**Placement density heat map**

Scale: 2 px per um. 8 x 11 tiles, from dark purple (low) to yellow (high), 0 to 100% covered.
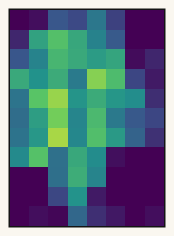
**The clock network**

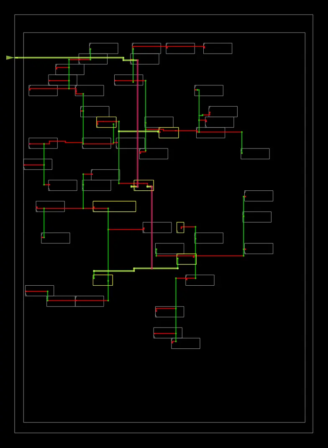
**Logic cells by family**

Scale: 4 px per um.
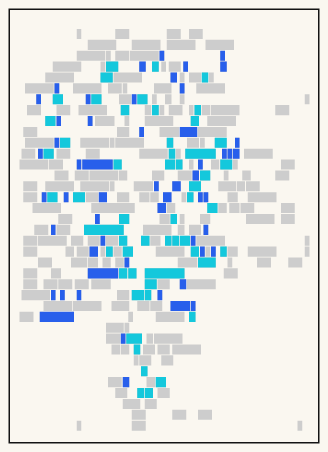
**Sequential cells grouped by signal name**

Scale: 3 px per um. Other sequential cells in the stronger gray, the rest of the logic in the fainter gray.
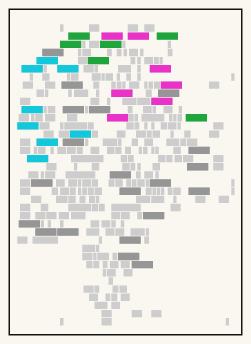
**Port wiring**

Scale: 3 px per um.
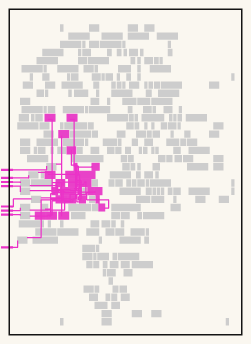
**config.mk**
```make
export PLATFORM = sky130hd
export DESIGN_NAME = oled_text_writer_flat
export DESIGN_NICKNAME = d
export VERILOG_FILES = /design/src/rtl/oled_text_writer_pkg.sv /design/src/rtl/oled_text_writer_if.sv /design/src/rtl/oled_text_writer.sv /design/src/flat_wrapper.sv
export SDC_FILE = /design/constraint.sdc
export NUM_CORES = 1
export LEC_CHECK = 0
export CORE_AREA = 2 2 75 106
export DETAILED_ROUTE_END_ITERATION = 7
export DIE_AREA = 0 0 77 108
export SYNTH_ARGS = -nofsm -noshare
export SYNTH_HDL_FRONTEND = slang
export SYNTH_SLANG_ARGS = --single-unit
export TNS_END_PERCENT = 5
```
**constraint.sdc**
```tcl
create_clock -name clk -period 3.1 [get_ports clk]
set_input_delay 0.62 -clock clk [delete_from_list [all_inputs] [get_ports clk]]
set_output_delay 0.62 -clock clk [all_outputs]
set_load 0.05 [all_outputs]
```
**src/rtl/oled_text_writer_pkg.sv**
```systemverilog
// Shared constants and types for the OLED text writer.
// ASCII control codes, FSM state encoding, default geometry.
package oled_text_pkg;

    localparam int DEF_COLS = 16;
    localparam int DEF_ROWS = 4;

    localparam logic [7:0] ASCII_BLANK = 8'h20;
    localparam logic [7:0] ASCII_CR    = 8'h0D;
    localparam logic [7:0] ASCII_LF    = 8'h0A;
    localparam logic [7:0] ASCII_FF    = 8'h0C;
    localparam logic [7:0] ASCII_BS    = 8'h08;

    typedef enum logic [2:0] {
        CLEAR,
        IDLE,
        PUT,
        BLANKROW,
        SCROLL_CP,
        SCROLL_FILL
    } state_t;

    function automatic logic is_print(input logic [7:0] b);
        return (b >= 8'h20) && (b <= 8'h7E);
    endfunction

endpackage

```
**src/rtl/oled_text_writer_if.sv**
```systemverilog
// Byte stream from the CPU bus bridge into the text writer.
// Plain valid/ready; a byte moves when in_valid && in_ready.
interface oled_text_writer_if;

    logic       in_valid;
    logic [7:0] in_data;
    logic       in_ready;

    modport master (
        output in_valid,
        output in_data,
        input  in_ready
    );

    modport slave (
        input  in_valid,
        input  in_data,
        output in_ready
    );

endinterface

```
**src/rtl/oled_text_writer.sv**
```systemverilog
// 4x16 text terminal writer for the OLED character RAM.
// Define OLED_TEXT_SCROLL_EN to scroll on last-row newline instead of wrapping.
module oled_text_writer
    import oled_text_pkg::*;
#(
    parameter int         COLS  = DEF_COLS,
    parameter int         ROWS  = DEF_ROWS,
    parameter logic [7:0] BLANK = ASCII_BLANK
) (
    input  logic                                 clk,
    input  logic                                 rst,
    oled_text_writer_if.slave                    stream,
    output logic                                 ram_we,
    output logic [$clog2(ROWS)+$clog2(COLS)-1:0] ram_waddr,
    output logic [7:0]                           ram_wdata,
    output logic [$clog2(ROWS)+$clog2(COLS)-1:0] ram_raddr,
    input  logic [7:0]                           ram_rdata,
    output logic [$clog2(ROWS)-1:0]              cursor_row,
    output logic [$clog2(COLS)-1:0]              cursor_col,
    output logic                                 update_req
);

    localparam int CW = $clog2(COLS);
    localparam int RW = $clog2(ROWS);
    localparam int AW = RW + CW;
    localparam int NW = AW + 1;

    localparam logic [NW-1:0] CLR_LAST = NW'(ROWS * COLS - 1);
    localparam logic [NW-1:0] ROW_END  = NW'(COLS - 1);
    localparam logic [CW-1:0] COL_LAST = CW'(COLS - 1);
    localparam logic [RW-1:0] ROW_LAST = RW'(ROWS - 1);

`ifdef OLED_TEXT_SCROLL_EN
    localparam logic [NW-1:0] CP_LAST   = NW'((ROWS - 1) * COLS);
    localparam logic [AW-1:0] SRC_BASE  = AW'(COLS);
    localparam logic [AW-1:0] FILL_BASE = AW'((ROWS - 1) * COLS);
`endif

    state_t        state, state_n;
    state_t        nl_state;
    logic [NW-1:0] cnt, cnt_n;
    logic [RW-1:0] row, row_n, nl_row;
    logic [CW-1:0] col, col_n;
    logic [7:0]    chr, chr_n;

    logic          rdy, rdy_n;
    logic          we_n;
    logic [AW-1:0] waddr_n;
    logic [AW-1:0] raddr_n;
    logic [7:0]    wdata_n;
    logic          upd_n;
    logic          accept;

    assign accept          = stream.in_valid && rdy && (state == IDLE);
    assign stream.in_ready = rdy;
    assign cursor_row      = row;
    assign cursor_col      = col;

`ifndef OLED_TEXT_SCROLL_EN
    logic unused_rdata;
    assign unused_rdata = ^ram_rdata;
`endif

    always_ff @(posedge clk) begin
        if (rst) begin
            state      <= CLEAR;
            cnt        <= '0;
            row        <= '0;
            col        <= '0;
            chr        <= BLANK;
            rdy        <= 1'b0;
            ram_we     <= 1'b0;
            ram_waddr  <= '0;
            ram_wdata  <= BLANK;
            ram_raddr  <= '0;
            update_req <= 1'b0;
        end else begin
            state      <= state_n;
            cnt        <= cnt_n;
            row        <= row_n;
            col        <= col_n;
            chr        <= chr_n;
            rdy        <= rdy_n;
            ram_we     <= we_n;
            ram_waddr  <= waddr_n;
            ram_wdata  <= wdata_n;
            ram_raddr  <= raddr_n;
            update_req <= upd_n;
        end
    end

    always_comb begin
        // where a newline lands from the current row
        nl_row   = row + RW'(1);
        nl_state = BLANKROW;
        if (row == ROW_LAST) begin
`ifdef OLED_TEXT_SCROLL_EN
            nl_row   = row;
            nl_state = SCROLL_CP;
`else
            nl_row   = '0;
`endif
        end

        state_n = state;
        cnt_n   = cnt;
        row_n   = row;
        col_n   = col;
        chr_n   = chr;

        case (state)
            CLEAR: begin
                cnt_n = cnt + NW'(1);
                if (cnt == CLR_LAST) begin
                    state_n = IDLE;
                    cnt_n   = '0;
                    row_n   = '0;
                    col_n   = '0;
                end
            end
            IDLE: begin
                if (accept) begin
                    chr_n = stream.in_data;
                    unique case (1'b1)
                        is_print(stream.in_data): begin
                            state_n = PUT;
                        end
                        stream.in_data == ASCII_CR: begin
                            col_n = '0;
                        end
                        stream.in_data == ASCII_LF: begin
                            col_n   = '0;
                            row_n   = nl_row;
                            state_n = nl_state;
                            cnt_n   = '0;
                        end
                        stream.in_data == ASCII_FF: begin
                            state_n = CLEAR;
                            cnt_n   = '0;
                        end
                        stream.in_data == ASCII_BS: begin
                            if (col != '0)
                                state_n = PUT;
                        end
                        default: ;
                    endcase
                end
            end
            PUT: begin
                if (chr == ASCII_BS) begin
                    col_n   = col - CW'(1);
                    state_n = IDLE;
                end else if (col == COL_LAST) begin
                    col_n   = '0;
                    row_n   = nl_row;
                    state_n = nl_state;
                    cnt_n   = '0;
                end else begin
                    col_n   = col + CW'(1);
                    state_n = IDLE;
                end
            end
            BLANKROW: begin
                cnt_n = cnt + NW'(1);
                if (cnt == ROW_END) begin
                    state_n = IDLE;
                    cnt_n   = '0;
                end
            end
`ifdef OLED_TEXT_SCROLL_EN
            SCROLL_CP: begin
                cnt_n = cnt + NW'(1);
                if (cnt == CP_LAST) begin
                    state_n = SCROLL_FILL;
                    cnt_n   = '0;
                end
            end
            SCROLL_FILL: begin
                cnt_n = cnt + NW'(1);
                if (cnt == ROW_END) begin
                    state_n = IDLE;
                    cnt_n   = '0;
                end
            end
`endif
            default: begin
                state_n = CLEAR;
                cnt_n   = '0;
            end
        endcase
    end

    always_comb begin
        rdy_n   = (state_n == IDLE) && !accept;
        upd_n   = (state != IDLE) && (state_n == IDLE);
        we_n    = 1'b0;
        waddr_n = ram_waddr;
        wdata_n = ram_wdata;
        raddr_n = '0;

        case (state)
            CLEAR: begin
                we_n    = 1'b1;
                waddr_n = cnt[AW-1:0];
                wdata_n = BLANK;
            end
            PUT: begin
                we_n = 1'b1;
                if (chr == ASCII_BS) begin
                    waddr_n = {row, col - CW'(1)};
                    wdata_n = BLANK;
                end else begin
                    waddr_n = {row, col};
                    wdata_n = chr;
                end
            end
            BLANKROW: begin
                we_n    = 1'b1;
                waddr_n = {row, cnt[CW-1:0]};
                wdata_n = BLANK;
            end
`ifdef OLED_TEXT_SCROLL_EN
            SCROLL_CP: begin
                // read runs one entry ahead; data for k arrives at cnt k+1
                if (cnt != '0) begin
                    we_n    = 1'b1;
                    waddr_n = AW'(cnt - NW'(1));
                    wdata_n = ram_rdata;
                end
                if (cnt < CP_LAST - NW'(1))
                    raddr_n = SRC_BASE + AW'(cnt) + AW'(1);
            end
            SCROLL_FILL: begin
                we_n    = 1'b1;
                waddr_n = FILL_BASE + cnt[AW-1:0];
                wdata_n = BLANK;
            end
`endif
            default: ;
        endcase

`ifdef OLED_TEXT_SCROLL_EN
        if (state_n == SCROLL_CP && state != SCROLL_CP)
            raddr_n = SRC_BASE;
`endif
    end

endmodule

```
**src/flat_wrapper.sv**
```systemverilog
// flat-port wrapper written by rule: the top's interface ports become plain ports
module oled_text_writer_flat import oled_text_pkg::*;
#(
    parameter int         COLS  = DEF_COLS,
    parameter int         ROWS  = DEF_ROWS,
    parameter logic [7:0] BLANK = ASCII_BLANK
)
  (clk, rst, ram_we, ram_waddr, ram_wdata, ram_raddr, ram_rdata, cursor_row, cursor_col, update_req, stream_in_valid, stream_in_data, stream_in_ready);
  oled_text_writer_if stream_i ();
  input  logic clk;
  input  logic rst;
  output logic ram_we;
  output logic [$clog2(ROWS)+$clog2(COLS)-1:0] ram_waddr;
  output logic [7:0] ram_wdata;
  output logic [$clog2(ROWS)+$clog2(COLS)-1:0] ram_raddr;
  input  logic [7:0] ram_rdata;
  output logic [$clog2(ROWS)-1:0] cursor_row;
  output logic [$clog2(COLS)-1:0] cursor_col;
  output logic update_req;
  input wire logic [$bits(stream_i.in_valid)-1:0] stream_in_valid;
  input wire logic [$bits(stream_i.in_data)-1:0] stream_in_data;
  output wire logic [$bits(stream_i.in_ready)-1:0] stream_in_ready;
  assign stream_i.in_valid = stream_in_valid;
  assign stream_i.in_data = stream_in_data;
  assign stream_in_ready = stream_i.in_ready;
  oled_text_writer #(.COLS(COLS), .ROWS(ROWS), .BLANK(BLANK)) u_core (.clk(clk), .rst(rst), .stream(stream_i), .ram_we(ram_we), .ram_waddr(ram_waddr), .ram_wdata(ram_wdata), .ram_raddr(ram_raddr), .ram_rdata(ram_rdata), .cursor_row(cursor_row), .cursor_col(cursor_col), .update_req(update_req));
endmodule
```
==> summary.txt <==
The following summarizes the physical implementation.

Run status
The run finished with clean final reports.

Synth
The synthesized chip area reported by yosys is 2300 um2. The area share of fa/ha/maj cells after synthesis is approximately 2.7%. Sequential elements use 35.7% of the synthesized area. Before any placement, the netlist area is recorded as between 2000 and 2500 um2. The synthesis run identifies the leading combinational cell family as simple AND/OR/NAND/NOR gates. The synthesis report names the predominant flop master as sky130_fd_sc_hd__dfxtp_1. The number of distinct standard cells referenced by the synthesized netlist is about 60.

Worst setup path
The worst endpoint data arrival time is approximately 2.6 ns. The startpoint identified for the worst register-to-register timing path is u_core.chr[4]. STA classifies the critical path endpoint as a flop. STA reports a reg2reg setup slack of ~1.1 ns. The end of the worst register-to-register path is u_core.ram_waddr[2].

STA lists the maximum fanout along the critical path as 4.

Hold path
The worst hold path startpoint is u_core.ram_waddr[2]. The sink of the worst hold path is u_core.ram_waddr[2]. Hold analysis shows the worst path with a depth of 2.

Final timing
The top achievable clock speed is around 420 MHz.

GRT
The number of antenna violations at the first check in global routing is 0. The global routing report lists met3 layer usage as 3.17%. The met1 track utilization from global routing is 17.0%.

Run
The number of warnings in the stage logs is 36. The tally of max-capacitance violations is 0.

Placement
The number of cells in the design after placement is around 380. The pre-CTS setup check shows a worst slack of 0.449 ns.

CTS
The H-tree depth reported by CTS is 2. The number of gates resized after cts is 0. The clock tree buffer depth is 2.

Finish
The largest registers in the layout are u_core.chr x8, u_core.ram_wdata x8, u_core.cnt x7.

Pwr
Switching power as a fraction of the total was reported as a little under a quarter.

Detailed routing
The top metal layer carrying routed signals is met4. The initial detailed-routing violation count is between 100 and 150.
About 'placement density heat map':
23% of the tiles are nearly empty. The mean over all tiles is 32%. The fullest tile reaches 87%. 4.5% of the tiles are over 75% full. The emptiest ninth of the die: lower right.
Starting Density: 31.4%
end-of-flow core utilization: 38.4%

About 'the clock network':
number of sequential cells in the layout: 41
Power Clock: 416 uW
later-pin clock latency in the skew report: 0.29 ns
cts bufs inserted: 5
number of sinks handled by clock tree synthesis: 41

About 'logic cells by family':
nor cells: marked blue, cells 54. aoi and oai cells: marked cyan, cells 54.
non-filler instance count after layout: 388
combinational fraction of the cell area: 48.8%
most numerous logic cell after layout: sky130_fd_sc_hd__dfxtp_1

About 'sequential cells grouped by signal name':
u_core.ram_waddr: marked green, flops 6. u_core.ram_wdata: marked cyan, flops 8. u_core.cnt: marked magenta, flops 7, where top center.
sequential cell area: 821 um2
flop share of the area: 29.2%
seq pwr: 536 uW

About 'port wiring':
stream_in_data: marked magenta, direction input, edge left, end cells 26, buffers 9, wire 378 um.
count of buffers from port buffering: 33
number of primary I/O pins: 48

[stage by stage]
step | cell area, um2 | utilization, %
finish | 2810 | 38.4
global route | 2810 | 38.4
CTS | 2810 | 38.4
detailed placement | 2700 | 36.9
global placement | 2700 | 36.9
floorplan | 2320 | -
[power groups by stage]
stage               Sequential (uW)  Combinational, uW  Clock (uW)
finish                          536               95.1         416
global route                    537                102         449
CTS                             536               95.4         431
detailed placement              549               95.3           0
global placement                548               94.8           0
floorplan                       557               57.6           0
[final cells by class]
type / instances / area, um2
clock inverter: 2 / 35.0
fill: 778 / 4510
clock buffer: 5 / 68.8
inverter: 6 / 22.5
sequential: 41 / 821
timing repair buffer: 38 / 368
tap: 97 / 121
multi-input combinational: 199 / 1370
[layout by cell type, fill, tap and decap left out, types with 4 or more instances in the layout]
master                            count
sky130_fd_sc_hd__a22oi_1              7
sky130_fd_sc_hd__mux2i_1              9
sky130_fd_sc_hd__o21ai_0              6
sky130_fd_sc_hd__a21oi_1              4
sky130_fd_sc_hd__a22o_1               4
sky130_fd_sc_hd__ha_1                 5
sky130_fd_sc_hd__dfxtp_1             41
sky130_fd_sc_hd__nor2_1              37
sky130_fd_sc_hd__conb_1               7
sky130_fd_sc_hd__nor3_1               7
sky130_fd_sc_hd__clkbuf_8             5
sky130_fd_sc_hd__xnor2_1              5
sky130_fd_sc_hd__inv_1                6
sky130_fd_sc_hd__nand2b_1             4
sky130_fd_sc_hd__a211o_1              7
sky130_fd_sc_hd__nand2_1             19
sky130_fd_sc_hd__buf_4                5
sky130_fd_sc_hd__o21ai_1              8
sky130_fd_sc_hd__nor2b_1              4
sky130_fd_sc_hd__clkdlybuf4s50_1     33
sky130_fd_sc_hd__a31oi_1              7
[synthesized netlist by cell type, drive strengths merged (5+ instances only)]
| cell type | count | share of area [%] |
|---|---|---|
| nor2 | 37 | 6.0 |
| buf | 11 | 3.3 |
| nor2b | 5 | 1.7 |
| a22oi | 7 | 2.3 |
| inv | 6 | 0.98 |
| nor3 | 7 | 1.5 |
| dfxtp | 41 | 36 |
| clkbuf | 8 | 1.5 |
| a211o | 7 | 2.7 |
| a31oi | 7 | 1.9 |
| or3b | 5 | 2.0 |
| a21oi | 7 | 2.0 |
| or2 | 5 | 1.4 |
| mux2i | 9 | 3.9 |
| ha | 5 | 2.7 |
| xnor2 | 5 | 1.9 |
| nand3 | 6 | 2.0 |
| nand2 | 20 | 3.4 |
| o21ai | 14 | 3.0 |
[how the worst max path moves through the flow]
stage,endpoint,cells past startpoint,slack [ns],startpoint
floorplan,u_core.cursor_col[1],6,1.11,stream_in_data[1]
global placement,u_core.cursor_row[0],6,0.44,stream_in_data[3]
detailed placement,u_core.cursor_row[1],6,0.45,stream_in_data[3]
CTS,cursor_col[0],1,0.73,u_core.cursor_col[0]
global route,u_core.cursor_row[0],6,0.58,stream_in_data[3]
finish,u_core.cursor_row[1],6,0.73,stream_in_data[3]
[worst max-delay path, delay by kind of cell]
kind | cells | cell delay (ns)
multiplexers | 1 | 0.20
buffers and inverters | 1 | 0.51
AND-OR/OR-AND | 1 | 0.13
AND/OR/NAND/NOR | 3 | 1.12
Power and IR drop assume default switching activity.
